[config.mk]
export PLATFORM = sky130hd
export DESIGN_NAME = rf_spill_engine_flat
export DESIGN_NICKNAME = d
export VERILOG_FILES = /design/src/rtl/rf_spill_engine_if.sv /design/src/rtl/rf_spill_engine.sv /design/src/flat_wrapper.sv
export SDC_FILE = /design/constraint.sdc
export NUM_CORES = 1
export LEC_CHECK = 0
export CORE_ASPECT_RATIO = 1.75
export CORE_MARGIN = 2
export CORE_UTILIZATION = 42
export DETAILED_ROUTE_END_ITERATION = 10
export GPL_ROUTABILITY_DRIVEN = 0
export GPL_TIMING_DRIVEN = 0
export HOLD_SLACK_MARGIN = 0.12
export MAX_ROUTING_LAYER = met4
export PLACE_DENSITY = 0.76
export RECOVER_POWER = 50
export SYNTH_ARGS = -nofsm -noshare
export SYNTH_HDL_FRONTEND = slang
export SYNTH_SLANG_ARGS = --single-unit
[constraint.sdc]
create_clock -name clk -period 2.23 [get_ports clk]
set_input_delay 0.446 -clock clk [delete_from_list [all_inputs] [get_ports clk]]
set_output_delay 0.446 -clock clk [all_outputs]
set_load 0.01 [all_outputs]
[src/rtl/rf_spill_engine_if.sv]
`default_nettype none
// +--------------------------------------------------------------------------+
// | Module      : rf_spill_engine_if                                        |
// | Description : Request, register-file and data-memory signals of the     |
// |               spill engine. RF_SPILL_CHECKSUM_EN adds checksum_o.        |
// | Revision    : 1.0                                                       |
// +--------------------------------------------------------------------------+
interface rf_spill_engine_if #(
    parameter int RAW = 4,
    parameter int AW  = 8
);
    logic           start_i;
    logic           mode_i;
    logic [AW-1:0]  base_addr_i;
    logic [RAW:0]   count_i;
    logic [RAW-1:0] rf_rd_addr_o;
    logic [7:0]     rf_rd_data_i;
    logic [RAW-1:0] rf_wr_addr_o;
    logic           rf_wen_o;
    logic [7:0]     rf_wr_data_o;
    logic [AW-1:0]  mem_addr_o;
    logic           mem_wen_o;
    logic [7:0]     mem_wr_data_o;
    logic [7:0]     mem_rd_data_i;
    logic           busy_o;
    logic           done_o;
`ifdef RF_SPILL_CHECKSUM_EN
    logic [7:0]     checksum_o;
`endif

    modport master (
`ifdef RF_SPILL_CHECKSUM_EN
        output checksum_o,
`endif
        input  start_i, mode_i, base_addr_i, count_i, rf_rd_data_i, mem_rd_data_i,
        output rf_rd_addr_o, rf_wr_addr_o, rf_wen_o, rf_wr_data_o,
        output mem_addr_o, mem_wen_o, mem_wr_data_o, busy_o, done_o
    );

    modport slave (
`ifdef RF_SPILL_CHECKSUM_EN
        input  checksum_o,
`endif
        output start_i, mode_i, base_addr_i, count_i, rf_rd_data_i, mem_rd_data_i,
        input  rf_rd_addr_o, rf_wr_addr_o, rf_wen_o, rf_wr_data_o,
        input  mem_addr_o, mem_wen_o, mem_wr_data_o, busy_o, done_o
    );
endinterface
`default_nettype wire

[src/rtl/rf_spill_engine.sv]
`default_nettype none
// +--------------------------------------------------------------------------+
// | Module      : rf_spill_engine                                           |
// | Description : Saves RF registers to data memory or restores them, one   |
// |               per cycle. Optional macro RF_SPILL_CHECKSUM_EN.           |
// | Revision    : 1.0                                                       |
// +--------------------------------------------------------------------------+
module rf_spill_engine #(
    parameter int RAW = 4,
    parameter int AW  = 8
) (
    input  logic              clk,
    input  logic              reset,
    rf_spill_engine_if.master bus
);
    localparam logic [1:0] S_IDLE  = 2'd0;
    localparam logic [1:0] S_SAVE  = 2'd1;
    localparam logic [1:0] S_RLOAD = 2'd2;
    localparam logic [1:0] S_DONE  = 2'd3;

    localparam logic [RAW:0]   c_MAX_CNT = (RAW+1)'(2**RAW);
    localparam logic [RAW:0]   c_ONE     = (RAW+1)'(1);
    localparam logic [RAW-1:0] c_PTR_ONE = RAW'(1);

    logic [1:0]     r_state;
    logic [RAW:0]   r_idx;
    logic [RAW:0]   r_cnt;
    logic [AW-1:0]  r_base;
    logic [7:0]     r_mem_wdata;
    logic [7:0]     r_rf_wdata;
    logic [RAW-1:0] r_rf_waddr;

    logic [RAW:0]   w_start_cnt;
    logic           w_save;
    logic           w_rload;
    logic           w_rload_wr;
    logic [RAW-1:0] w_wr_addr;

    assign w_start_cnt = (bus.count_i > c_MAX_CNT) ? c_MAX_CNT : bus.count_i;
    assign w_save      = (r_state == S_SAVE);
    assign w_rload     = (r_state == S_RLOAD);
    // Restore is one cycle behind the memory address because reads are synchronous.
    assign w_rload_wr  = w_rload && (r_idx != '0);
    assign w_wr_addr   = r_idx[RAW-1:0] - c_PTR_ONE;

    always_ff @(posedge clk) begin
        if (reset) begin
            r_state     <= S_IDLE;
            r_idx       <= '0;
            r_cnt       <= '0;
            r_base      <= '0;
            r_mem_wdata <= '0;
            r_rf_wdata  <= '0;
            r_rf_waddr  <= '0;
        end else begin
            case (r_state)
                S_IDLE: begin
                    if (bus.start_i) begin
                        r_cnt  <= w_start_cnt;
                        r_base <= bus.base_addr_i;
                        r_idx  <= '0;
                        if (w_start_cnt == '0)
                            r_state <= S_DONE;
                        else if (bus.mode_i)
                            r_state <= S_RLOAD;
                        else
                            r_state <= S_SAVE;
                    end
                end
                S_SAVE: begin
                    r_idx       <= r_idx + c_ONE;
                    r_mem_wdata <= bus.rf_rd_data_i;
                    if (r_idx == r_cnt - c_ONE)
                        r_state <= S_DONE;
                end
                S_RLOAD: begin
                    r_idx <= r_idx + c_ONE;
                    if (w_rload_wr) begin
                        r_rf_wdata <= bus.mem_rd_data_i;
                        r_rf_waddr <= w_wr_addr;
                    end
                    if (r_idx == r_cnt)
                        r_state <= S_DONE;
                end
                S_DONE:  r_state <= S_IDLE;
                default: r_state <= S_IDLE;
            endcase
        end
    end

`ifdef RF_SPILL_CHECKSUM_EN
    logic [7:0] r_csum;

    always_ff @(posedge clk) begin
        if (reset)
            r_csum <= '0;
        else if (r_state == S_IDLE && bus.start_i)
            r_csum <= '0;
        else if (w_save)
            r_csum <= r_csum ^ bus.rf_rd_data_i;
        else if (w_rload_wr)
            r_csum <= r_csum ^ bus.mem_rd_data_i;
    end

    assign bus.checksum_o = r_csum;
`endif

    // Enables are gated by reset so an aborting cycle never writes.
    assign bus.mem_wen_o     = w_save && !reset;
    assign bus.rf_wen_o      = w_rload_wr && !reset;
    assign bus.rf_rd_addr_o  = r_idx[RAW-1:0];
    assign bus.mem_addr_o    = r_base + AW'(r_idx);
    assign bus.mem_wr_data_o = w_save ? bus.rf_rd_data_i : r_mem_wdata;
    assign bus.rf_wr_addr_o  = w_rload_wr ? w_wr_addr : r_rf_waddr;
    assign bus.rf_wr_data_o  = w_rload_wr ? bus.mem_rd_data_i : r_rf_wdata;
    assign bus.busy_o        = w_save || w_rload;
    assign bus.done_o        = (r_state == S_DONE);
endmodule
`default_nettype wire

[src/flat_wrapper.sv]
// flat-port wrapper written by rule: the top's interface ports become plain ports
module rf_spill_engine_flat 
#(
    parameter int RAW = 4,
    parameter int AW  = 8
)
  (clk, reset, bus_start_i, bus_mode_i, bus_base_addr_i, bus_count_i, bus_rf_rd_data_i, bus_mem_rd_data_i, bus_rf_rd_addr_o, bus_rf_wr_addr_o, bus_rf_wen_o, bus_rf_wr_data_o, bus_mem_addr_o, bus_mem_wen_o, bus_mem_wr_data_o, bus_busy_o, bus_done_o);
  rf_spill_engine_if #(.RAW(RAW), .AW(AW)) bus_i ();
  input  logic clk;
  input  logic reset;
  input wire logic [$bits(bus_i.start_i)-1:0] bus_start_i;
  input wire logic [$bits(bus_i.mode_i)-1:0] bus_mode_i;
  input wire logic [$bits(bus_i.base_addr_i)-1:0] bus_base_addr_i;
  input wire logic [$bits(bus_i.count_i)-1:0] bus_count_i;
  input wire logic [$bits(bus_i.rf_rd_data_i)-1:0] bus_rf_rd_data_i;
  input wire logic [$bits(bus_i.mem_rd_data_i)-1:0] bus_mem_rd_data_i;
  output wire logic [$bits(bus_i.rf_rd_addr_o)-1:0] bus_rf_rd_addr_o;
  output wire logic [$bits(bus_i.rf_wr_addr_o)-1:0] bus_rf_wr_addr_o;
  output wire logic [$bits(bus_i.rf_wen_o)-1:0] bus_rf_wen_o;
  output wire logic [$bits(bus_i.rf_wr_data_o)-1:0] bus_rf_wr_data_o;
  output wire logic [$bits(bus_i.mem_addr_o)-1:0] bus_mem_addr_o;
  output wire logic [$bits(bus_i.mem_wen_o)-1:0] bus_mem_wen_o;
  output wire logic [$bits(bus_i.mem_wr_data_o)-1:0] bus_mem_wr_data_o;
  output wire logic [$bits(bus_i.busy_o)-1:0] bus_busy_o;
  output wire logic [$bits(bus_i.done_o)-1:0] bus_done_o;
  assign bus_i.start_i = bus_start_i;
  assign bus_i.mode_i = bus_mode_i;
  assign bus_i.base_addr_i = bus_base_addr_i;
  assign bus_i.count_i = bus_count_i;
  assign bus_i.rf_rd_data_i = bus_rf_rd_data_i;
  assign bus_i.mem_rd_data_i = bus_mem_rd_data_i;
  assign bus_rf_rd_addr_o = bus_i.rf_rd_addr_o;
  assign bus_rf_wr_addr_o = bus_i.rf_wr_addr_o;
  assign bus_rf_wen_o = bus_i.rf_wen_o;
  assign bus_rf_wr_data_o = bus_i.rf_wr_data_o;
  assign bus_mem_addr_o = bus_i.mem_addr_o;
  assign bus_mem_wen_o = bus_i.mem_wen_o;
  assign bus_mem_wr_data_o = bus_i.mem_wr_data_o;
  assign bus_busy_o = bus_i.busy_o;
  assign bus_done_o = bus_i.done_o;
  rf_spill_engine #(.RAW(RAW), .AW(AW)) u_core (.clk(clk), .reset(reset), .bus(bus_i));
endmodule
### Placed cells, one color a class

The bar under the picture is 20 um long.
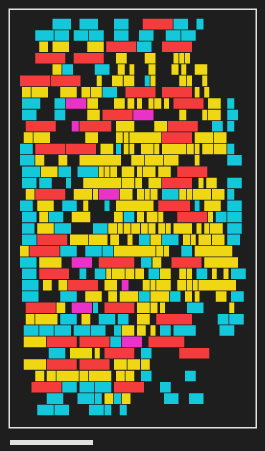
color	class	cells
cyan	other buffers and delay cells	112
red	flip-flops	40
magenta	clock drivers and dummy loads	8
yellow	all other logic	188

### Ports around the boundary

Pins as bars across the die edge, other pins in gray.
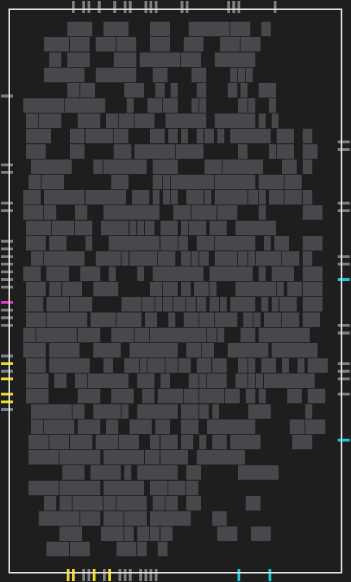
color	port	pins	direction	edge
magenta	bus_done_o	1	output	left
yellow	bus_rf_wr_data_o	8	output	4 left, 4 bottom
cyan	bus_rf_rd_addr_o	4	output	2 bottom, 2 right
all pins by edge	23 left, 16 top, 16 bottom, 14 right

### Drive-strength map

The bar under the picture is 20 um long.
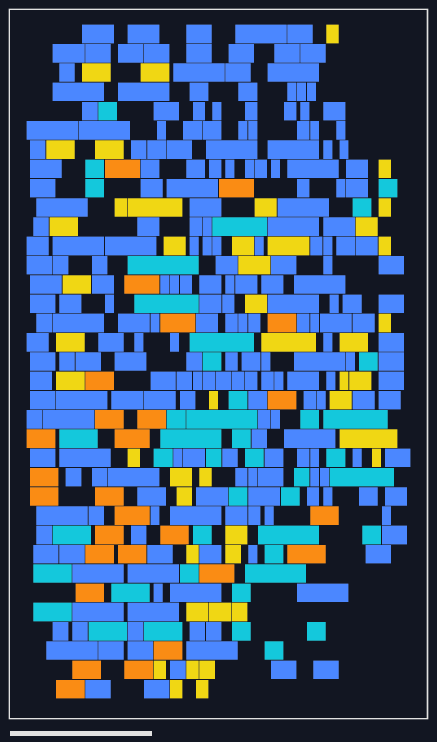
color	size	cells
yellow	drive 2	45
cyan	drive 3 to 4	43
blue	drive 1 or less	233
orange	drive 6 and up	27

==> results.py <==
# Auto-generated metrics
metrics = {
    "logic_synthesis": {
        "seq_area_frac_synth": 0.362,
        "flop_cell": "dfxtp_1",
        "synthesis.area_um2": 2210,
        "syn_inst": 242,
        "yosysUniqueCellTypes": 39,
        "synthArstFlopShare": 0,
        "synth-edff-count": 0,
        "synth_flops": 40,
    },
    "outcome": {
        "violations": "design-rule violations, negative setup slack",
        "outcome": "finished with violations",
    },
    "sta": {
        "setup_viol": 21,
        "slew_viol_final": 0,
        "finalHoldViolCount": 0,
        "tightest_slew_ps": 588,
        "setup_ws_ps": -197,
        "rsz0062_at_grt": "yes",
        "worst_clock_skew_ps": 7.09,
    },
    "worst_setup_path": {
        "crit_slowest_cell": "mux2_2",
        "worstSetupEndpointType": "output pin",
        "startpoint_type": "flop",
        "crit_fanout": 5,
        "regToRegSetupSlack_ps": 220,
        "path_buffers": 3,
        "cp_data_arrival_time_ps": 1980,
    },
    "power": {
        "p_leak_nw": 1.58,
        "pwr-share-comb": 0.513,
        "p_sw_frac": 0.353,
        "intPower_mw": 1.89,
        "clkPwrFrac": 0.171,
    },
    "finish": {
        "fin_util": 0.664,
        "antennaDiodeCount": 0,
        "design_area_um2": 3430,
        "fin_nets": 395,
        "regArea_um2": 815,
    },
    "routing": {
        "ant_nets": 0,
        "drtPass1Iterations": 7,
        "vias_per_cell": 5.01,
        "drc": 4,
        "routed_wl_um": 5430,
        "vias": 2019,
        "first_iter_violations": 51,
    },
    "global_route": {
        "gr-total-overflow": 0,
        "met1_usage": 0.202,
        "grt_pass1_wl_um": 8730,
        "antenna_found_initial": 0,
    },
    "die": {
        "io_pins": 69,
        "core-area_um2": 5170,
        "die_h_um": 100,
        "num_rows": 35,
        "fp_util": 0.428,
    },
    "clock_network": {
        "clk_pin_slew_worst_paths_ps": 80,
        "holdBufCountCts": 0,
        "root_buffer": "clkbuf_8",
        "htreeDepth": 2,
    },
    "placed_design": {
        "placed_area_um2": 2960,
        "hpwl_um": 3730,
    },
    "run": {
        "openroad.warnings": 34,
        "cap_viol_max_count": 0,
    },
    "worst_hold_path": {
        "min_path_type": "reg2reg",
    },
}
### Routed clock nets over the placement

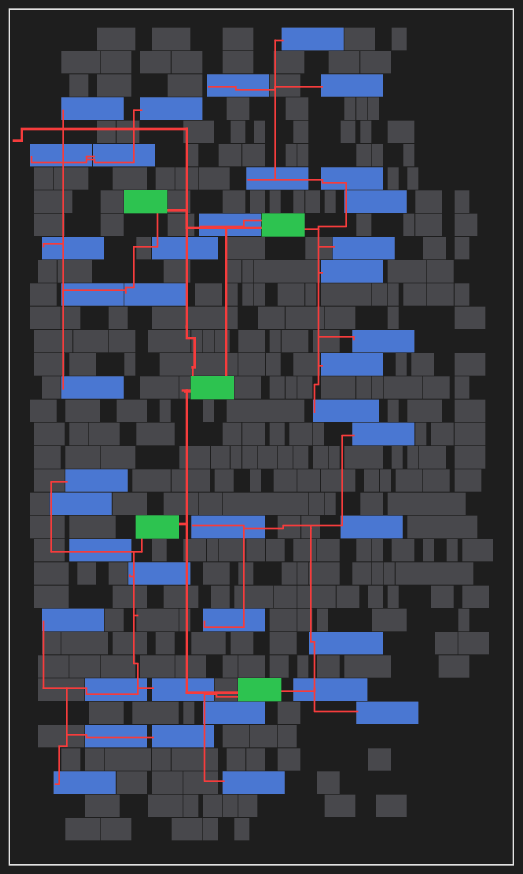
[red] clock wires | length: 512 um
[blue] flip-flops | count: 40
[green] cells driving clock nets | count: 5
routed clock nets	6

### Clock wiring as the flow saved it

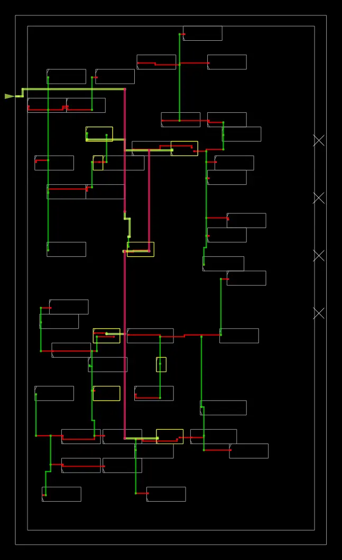
cts bufs inserted: 5
Power Clock: 0.499 mW
flip-flops: 40
clk sinks: 40

-- routing by layer --
metal  up-vias  part of all wire
met5         -                 0
met4         0             0.018
met3         9             0.037
met2        51              0.57
met1       945              0.38
li1       1014                 -
-- through the flow --
| stage | power, mW | cells | setup WS (ps) | hold slack (ps) | setup TNS [ps] |
|---|---|---|---|---|---|
| finish | 2.93 | 403 | -197 | 468 | -2640 |
| global route | 3.11 | 403 | -297 | 494 | -4390 |
| CTS | 2.90 | 393 | -268 | 470 | -3210 |
| detailed placement | 2.20 | 365 | -831 | 456 | -11170 |
| global placement | 2.18 | 365 | -789 | 446 | -10570 |
| floorplan | 1.69 | 242 | 20.1 | 440 | 0 |
-- state kept, by name, summed over array words and instances (netlist names) --
register            count
u_core.r_rf_waddr       4
u_core.r_mem_wdata      8
u_core.r_base           8
u_core.r_rf_wdata       8
u_core.r_state          2
u_core.r_cnt            5
u_core.r_idx            5
-- cells in the final DEF, fill, tap and decap left out, types with 10 or more instances in the layout --
cell type and n:
ha_1 10, buf_2 10, buf_6 19, xnor2_1 12
dfxtp_1 35, inv_1 10, buf_4 21, nor2b_1 22
clkdlybuf4s50_1 38, nor2_1 10, nand2_1 27, a21oi_1 15
-- synth_stat cells (3+ instances only) --
cell      number  area [um^2]
dfxtp_1       40          801
nand2_1       31          116
nor2b_1       22          138
a21oi_1       18         90.1
mux2_2        16          180
inv_1         15         56.3
ha_1          14          175
xnor2_1       12          105
nor2_1        10         37.5
clkbuf_1       7         26.3
o21ai_0        7         35.0
buf_4          4         30.0
nand3b_1       4         30.0
nor3_1         4         20.0
a22oi_1        3         22.5
and3_1         3         18.8
nand3_1        3         15.0
-- cells by family after synthesis --
group           count (synthesis)  synth area share
flops                          40             0.362
mux                            18            0.0906
buf+inv                        29            0.0617
xor+xnor                       15            0.0629
compound gates                 41             0.132
fa+ha+maj                      15            0.0883
simple gates                   84             0.202
-- worst paths after layout --
check	from	end	depth (start not counted)
max	u_core.r_state[1]	bus_mem_wr_data_o[1]	5
min	u_core.r_base[4]	u_core.r_base[4]	2
max reg2reg	u_core.r_state[0]	u_core.r_state[1]	8
min reg2reg	u_core.r_base[4]	u_core.r_base[4]	2
-- layout make-up --
cell class              count  share of cell area
multi-input cells         173               0.405
inverters                  15              0.0179
well taps                  55              0.0200
plain buffers              13              0.0281
clock inverters             2             0.00292
clock buffers               6              0.0241
repair buffers             99               0.265
flip-flops and latches     40               0.237
-- worst min-delay path: stages, from the launching register on --
cell	delay, ps
dfxtp_1	320
nand2_1	50
a21oi_1	60
-- what timing repair did --
item | CTS | global route
pin swaps | 15 | 10
setup buffers | 20 | 10
setup endpoints to repair | 31 | 23
gates resized | 139 | 26
cloned | 1 | 0
hold endpoints to repair | 0 | 0
-- power groups by stage --
| stage | clock (mW) | sequential (mW) | combinational (mW) |
|---|---|---|---|
| 6_report | 0.499 | 0.926 | 1.50 |
| 5_1_grt | 0.534 | 0.940 | 1.64 |
| 4_1_cts | 0.517 | 0.930 | 1.46 |
| 3_5_place_dp | 0 | 0.939 | 1.26 |
| 3_3_place_gp | 0 | 0.934 | 1.24 |
| 2_1_floorplan | 0 | 0.909 | 0.779 |
Power and IR drop assume default switching activity.
